## config.mk

```make
export PLATFORM = sky130hd
export DESIGN_NAME = ifm_fetch
export DESIGN_NICKNAME = d
export VERILOG_FILES = /design/src/rtl/ifm_pkg.sv /design/src/rtl/ifm_pos_cnt.sv /design/src/rtl/ifm_fetch.sv
export SDC_FILE = /design/constraint.sdc
export NUM_CORES = 1
export LEC_CHECK = 0
export ABC_AREA = 1
export CELL_PAD_IN_SITES_DETAIL_PLACEMENT = 2
export CELL_PAD_IN_SITES_GLOBAL_PLACEMENT = 2
export CORE_MARGIN = 2
export CORE_UTILIZATION = 27
export CTS_CLUSTER_SIZE = 16
export DETAILED_ROUTE_END_ITERATION = 12
export PLACE_DENSITY = 0.75
export SLEW_MARGIN = 10
export SYNTH_ARGS = -nofsm -noshare
export SYNTH_HDL_FRONTEND = slang
export SYNTH_SLANG_ARGS = --single-unit
```

## constraint.sdc

```tcl
create_clock -name clk -period 1.6 [get_ports clk]
set_clock_uncertainty 0.1 [all_clocks]
set_input_delay 0.16 -clock clk [delete_from_list [all_inputs] [get_ports clk]]
set_output_delay 0.16 -clock clk [all_outputs]
set_load 0.02 [all_outputs]
```

## src/rtl/ifm_pkg.sv

```systemverilog
// Shared constants and FSM state type for the IFM fetch path, the 5-tap
// IFM shift buffer and the PE array.
`timescale 1ns/1ps
package ifm_pkg;

    // Convolution kernel width: number of taps in the IFM shift buffer.
    localparam int KERNEL_K = 5;

    // Pixel width of the signed feature-map samples.
    localparam int PIX_W = 8;

    // Width of the row/column position counters (dimensions up to 1023).
    localparam int CNT_W = 10;

    // Fetch sequencer states.
    typedef enum logic [1:0] {
        ST_IDLE  = 2'd0,
        ST_FETCH = 2'd1,
        ST_DRAIN = 2'd2,
        ST_DONE  = 2'd3
    } fetch_state_t;

endpackage

```

## src/rtl/ifm_pos_cnt.sv

```systemverilog
// Raster position tracker for the IFM fetch: column counter that wraps at
// IFM_W-1 into a row counter, plus a flag marking the final pixel.
`timescale 1ns/1ps
module ifm_pos_cnt
    import ifm_pkg::*;
#(
    parameter int IFM_W = 32,
    parameter int IFM_H = 32
) (
    input  logic             clk,
    input  logic             rst,
    input  logic             clear,
    input  logic             advance,
    output logic [CNT_W-1:0] col,
    output logic             last
);

    localparam logic [CNT_W-1:0] COL_LAST = CNT_W'(IFM_W - 1);
    localparam logic [CNT_W-1:0] ROW_LAST = CNT_W'(IFM_H - 1);

    logic [CNT_W-1:0] row;

    // Step through columns; wrapping the last column moves to the next row.
    always_ff @(posedge clk or posedge rst) begin
        if (rst) begin
            col <= '0;
            row <= '0;
        end else if (clear) begin
            col <= '0;
            row <= '0;
        end else if (advance) begin
            if (col == COL_LAST) begin
                col <= '0;
                row <= row + 1'b1;
            end else begin
                col <= col + 1'b1;
            end
        end
    end

    // Current position is the final pixel of the feature map.
    always_comb begin
        last = (col == COL_LAST) && (row == ROW_LAST);
    end

endmodule

```

## src/rtl/ifm_fetch.sv

```systemverilog
// IFM fetch sequencer: streams one feature map from IFM memory in raster
// order into the 5-tap shift buffer, with stall-driven issue throttling.
`timescale 1ns/1ps
module ifm_fetch
    import ifm_pkg::*;
#(
    parameter int IFM_W  = 32,
    parameter int IFM_H  = 32,
    parameter int ADDR_W = 10
) (
    input  logic                    clk,
    input  logic                    rst,
    input  logic                    start,
    input  logic [ADDR_W-1:0]       base_addr,
    input  logic                    stall,
    output logic                    mem_rd_en,
    output logic [ADDR_W-1:0]       mem_addr,
    input  logic signed [PIX_W-1:0] mem_rdata,
    output logic signed [PIX_W-1:0] ifm_input,
    output logic                    ifm_read,
    output logic                    row_first,
    output logic                    win_valid,
    output logic                    busy,
    output logic                    done
);

    localparam logic [CNT_W-1:0] WIN_COL = CNT_W'(KERNEL_K - 1);

    fetch_state_t state, state_nxt;

    logic                    accept;
    logic                    issue;
    logic [CNT_W-1:0]        col;
    logic                    last_pix;
    logic [ADDR_W-1:0]       addr;
    logic                    rd_win;
    logic signed [PIX_W-1:0] pix_q;

    ifm_pos_cnt #(
        .IFM_W(IFM_W),
        .IFM_H(IFM_H)
    ) u_pos (
        .clk    (clk),
        .rst    (rst),
        .clear  (accept),
        .advance(issue),
        .col    (col),
        .last   (last_pix)
    );

    // State register.
    always_ff @(posedge clk or posedge rst) begin
        if (rst) begin
            state <= ST_IDLE;
        end else begin
            state <= state_nxt;
        end
    end

    // Next-state and control decode; start only counts in IDLE.
    always_comb begin
        state_nxt = state;
        accept    = 1'b0;
        issue     = 1'b0;
        busy      = 1'b1;
        done      = 1'b0;
        unique case (state)
            ST_IDLE: begin
                busy   = 1'b0;
                accept = start;
                if (start) begin
                    state_nxt = ST_FETCH;
                end
            end
            ST_FETCH: begin
                issue = !stall;
                if (!stall && last_pix) begin
                    state_nxt = ST_DRAIN;
                end
            end
            ST_DRAIN: begin
                state_nxt = ST_DONE;
            end
            ST_DONE: begin
                done      = 1'b1;
                state_nxt = ST_IDLE;
            end
            default: begin
                state_nxt = ST_IDLE;
            end
        endcase
    end

    // Running read address: raster order is contiguous, so +1 per issue.
    always_ff @(posedge clk or posedge rst) begin
        if (rst) begin
            addr <= '0;
        end else if (accept) begin
            addr <= base_addr;
        end else if (issue) begin
            addr <= addr + 1'b1;
        end
    end

    // Read-return pipeline: tag each issued read with its column attributes.
    always_ff @(posedge clk or posedge rst) begin
        if (rst) begin
            ifm_read  <= 1'b0;
            row_first <= 1'b0;
            rd_win    <= 1'b0;
            win_valid <= 1'b0;
        end else begin
            ifm_read  <= issue;
            row_first <= issue && (col == '0);
            rd_win    <= issue && (col >= WIN_COL);
            win_valid <= ifm_read && rd_win;
        end
    end

    // Hold the last delivered pixel for cycles without a shift.
    always_ff @(posedge clk or posedge rst) begin
        if (rst) begin
            pix_q <= '0;
        end else if (ifm_read) begin
            pix_q <= mem_rdata;
        end
    end

    // Memory data arrives in the ifm_read cycle, so it is forwarded directly
    // then and replaced by the held copy afterwards.
    always_comb begin
        mem_rd_en = issue;
        mem_addr  = addr;
        ifm_input = ifm_read ? mem_rdata : pix_q;
    end

endmodule
```

==> results_slide.txt <==
Key Metrics from the Run

Synthesis
  • Synthesized area: 2500 µm²
  • Post-Synth Adder-Cell Area: 4.50%
  • Cells after Synth: approximately 320
  • YS chip area: 2500 µm²
  • Syn Nets: 346
  • FF+latch count, synth: 44
  • YS warnings: 0
  • Ys cells: 315
  • Synth Area in XOR/XNOR: 1.40%
  • AO/OA Area Share: around 8.4%
  • Sequential fraction of the synthesis area: roughly 44%
  • Avg Cell Area, Syn: 7.94 µm²
  • Distinct cell type count after synthesis: 30
  • Dominant combinational family: simple AND/OR/NAND/NOR gates

Finish
  • Comb area share: between 30% and 40%
  • Final cell count without fillers: 529
  • Seq area share: 27.2%
  • Most instantiated logic cells after routing: nand2_1 (77), dfrtp_1 (41), buf_4 (33), buf_6 (28), nor2_1 (25)
  • Inverter count: 35
  • Number of logic gates: about 230
  • Diode count: 0
  • Nets@finish: 448
  • Flop count: between 40 and 50
  • Dominant logic cell type in the layout: nand2_1
  • MI comb area: around 1500 µm²
  • Layout clock buffer count: 5
  • Dominant kind of cell: multi-input combinational cells
  • Storage cell area: 1100 µm²
  • Area grow syn2layout: 62.4%
  • Fill count: 1,019
  • Share of cells above drive strength 1: 38.3%
  • Clk cell area share: 2.83%

Drt
  • Residual DRC: 0
  • Vias: 2,598
  • Starting DRC count in detailed routing: 61
  • DRT antenna net count: 0
  • Via density: 4.91

Placed design
  • Post-DP HPWL: 5660 µm
  • Gp weighted congestion: 0.773
  • Cell count after placement: 488

STA
  • Max Fclk: roughly 560 MHz
  • Relative slew slack: 76.7%
  • Unrepaired setup endpoints after global routing: true
  • Worst Tran Pin Value: 0.347 ns
  • Period utilization: 112%
  • Setup violators final: 33
  • Final hold violations: 0
  • Setup WS post-layout: -0.186 ns
  • Min cycle time layout: 1.79 ns

Critical path
  • CP Capture Type: flip-flop
  • WS Path Type: reg -> reg
  • Reg2Reg Depth: 11
  • Worst setup SP type: flip-flop
  • Crit path DAT: 1.92 ns
  • CP required: 1.73 ns

Clocking
  • CTS tree: built
  • Num Clock Sinks: 44
  • Late-Pin Clk Latency: 0.31 ns
  • CTS Buf Count: 5
  • Clock Tree Buf Depth: 2
  • Register clock-pin slew on the reported worst setup and hold paths: 0.10 ns
  • Clock root buffer: clkbuf_8

Pwr
  • P_leak: between 0.0015 and 0.002 µW
  • Power Dens Cells: 1730 nW/µm²

Floorplanning
  • Core area: 9110 µm²
  • FP Util: 27.5%
  • Die ar.: roughly 10,000 µm²
  • Die y size: 100 µm
  • # rows: 35
  • DIE WIDTH: roughly 100 µm

Outcome
  • Run status: finished with violations
  • Failing checks: setup timing

Global routing
  • Antenna violations before repair: 0
  • Vias in the first global route: 2,718

Run
  • Max-cap viol count: 0
==> critical path, cell delays in order, from the launching register on <==
cell and delay, ns:
dfrtp_1 0.41, inv_2 0.11, buf_6 0.11, ha_4 0.15, nand2_8 0.08, nand2_8 0.12, inv_4 0.05, nor2_4 0.17
nand2_1 0.10, nand2_1 0.09, nand2_1 0.08, nor2_1 0.15
==> flip-flops by register name (all words and copies together) (netlist names) <==
register / count
u_pos.row: 10
rd_win: 1
pix_q: 8
mem_addr: 10
state: 2
ifm_read: 1
u_pos.col: 10
win_valid: 1
row_first: 1
==> per-stage QoR <==
step	instance area [µm²]	setup slack, ns	power, µW	setup TNS, ns	util, %
floorplan	2510	0.0322	3400	0	-
global placement	3280	-0.114	4680	-0.561	36.0
detailed placement	3280	-0.106	4850	-2.18	36.0
CTS	3520	-0.0849	5970	-0.288	38.6
global route	4060	-0.261	7480	-4.99	44.6
finish	4060	-0.186	7020	-2.54	44.6
==> repair_timing <==
action	in CTS	in global routing
buffers inserted	7	22
endpoints found under the setup margin	51	42
pin swaps	8	21
gates resized	90	87
cloned	0	5
hold buffers	0	0
==> worst paths after layout <==
| kind | startpoint | end | slack, ns |
|---|---|---|---|
| max in group asynchronous | rst | state[0] | 1.06 |
| min | rst | pix_q[2] | 0.1 |
| max reg2reg | state[1] | u_pos.col[7] | -0.19 |
| max | state[1] | u_pos.col[7] | -0.19 |
| min reg2reg | rd_win | win_valid | 0.38 |
| min in group clk | base_addr[3] | mem_addr[3] | 0.34 |
==> cells in the mapped netlist, drive strengths merged <==
| cell type | instances | area share (%) |
|---|---|---|
| xor2 | 4 | 1.4 |
| o31ai | 1 | 0.30 |
| nand2 | 94 | 15 |
| nor2 | 35 | 6.2 |
| ha | 9 | 4.5 |
| clkbuf | 1 | 0.15 |
| a21oi | 7 | 1.4 |
| buf | 6 | 1.6 |
| nand4 | 5 | 1.3 |
| nand3 | 27 | 5.6 |
| mux2 | 8 | 3.6 |
| a31oi | 3 | 0.75 |
| a41oi | 1 | 0.35 |
| a31o | 1 | 0.35 |
| nand3b | 1 | 0.30 |
| dfrtp | 44 | 44 |
| nor3 | 7 | 1.4 |
| inv | 35 | 5.3 |
| o21ai | 20 | 5.2 |
| or2 | 6 | 1.5 |
==> cell families (layout without fill, tap and decap cells) <==
family | count (synthesis) | after routing
simple gates | 175 | 175
flops | 44 | 44
buf+inv | 42 | 145
compound gates | 33 | 33
fa+ha+maj | 9 | 9
mux | 8 | 8
xor+xnor | 4 | 4
==> per-layer routing <==
| layer | share of wire (%) | GRT usage (%) | up-vias |
|---|---|---|---|
| met5 | 0 | 0 | - |
| met1 | 40 | 21.0 | 1318 |
| met3 | 2.2 | 2.02 | 18 |
| met2 | 56 | 32.0 | 41 |
| met4 | 2.1 | 4.43 | 0 |
| li1 | - | - | 1221 |
==> power by group <==
part | leakage, µW | switching, µW | internal [µW]
combinational | 0.00127 | 2240 | 2020
clock | 0.0000548 | 471 | 472
sequential | 0.000556 | 335 | 1480
total | 0.00188 | 3050 | 3970
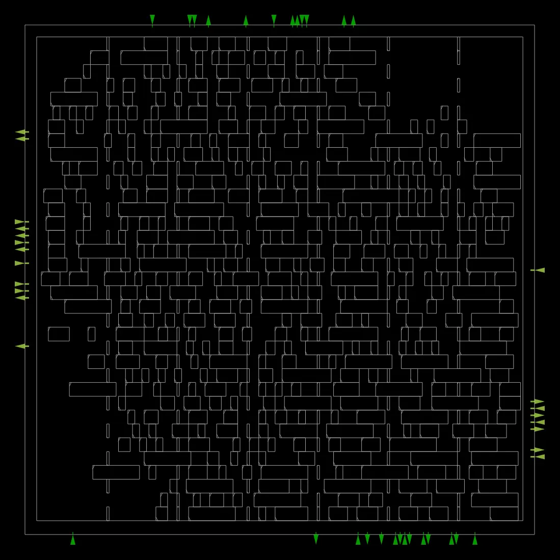
**Above:** cell outlines without signal wires.
final core occ: 44.6%
Tapcells: 111

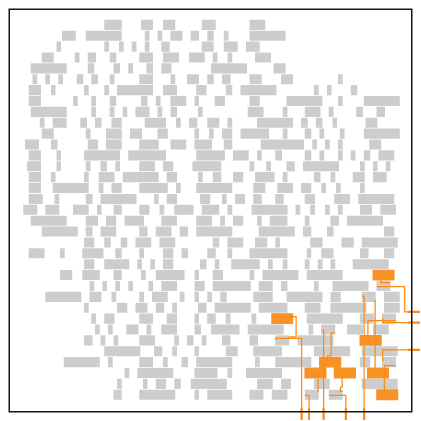
**Above:** port wiring.
Scale: 4 px per µm.
| color | port | direction | edge | end cells | buffers | wire |
|---|---|---|---|---|---|---|
| orange | `mem_rdata` | input | 5 south, 3 east | 8 | 8 | 194 µm |
Buffers on Ports: 45
io pins: 46

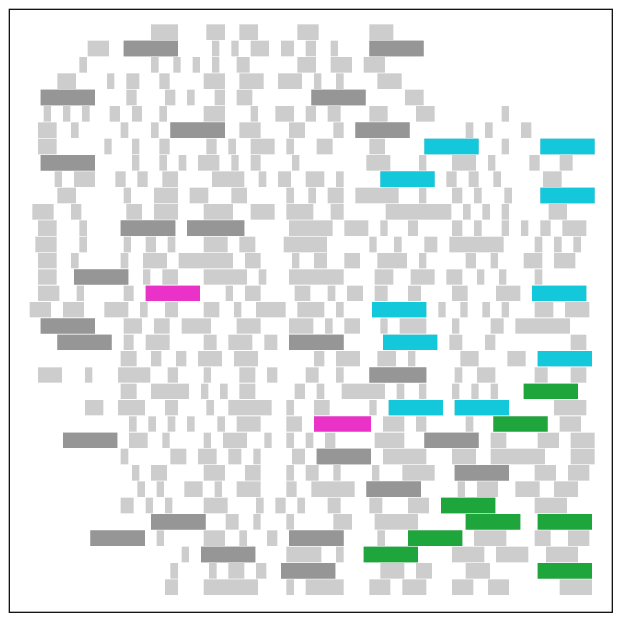
**Above:** sequential cells colored by netlist name.
Scale: 6 px per µm. Other sequential cells in the stronger gray, the rest of the logic in the fainter gray.
| color | name in the netlist | placed flops |
|---|---|---|
| magenta | `state` | 2 |
| green | `pix_q` | 8 |
| cyan | `u_pos.row` | 10 |
not colored: 24

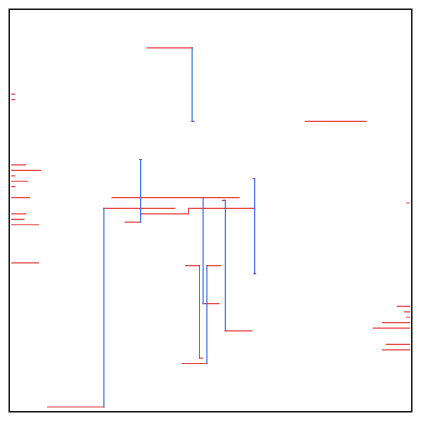
**Above:** routed metal, one color a layer.
Scale: 4 px per µm. Only two layers are drawn.
| color | layer | wire length |
|---|---|---|
| red | M3 | 225 µm |
| blue | M4 | 214 µm |
WL final: 10,400 µm
GRT Total Usage: 17.2%
WL/cell: 19.6 µm

No activity file was given, so power comes from the tool's default toggle rates.
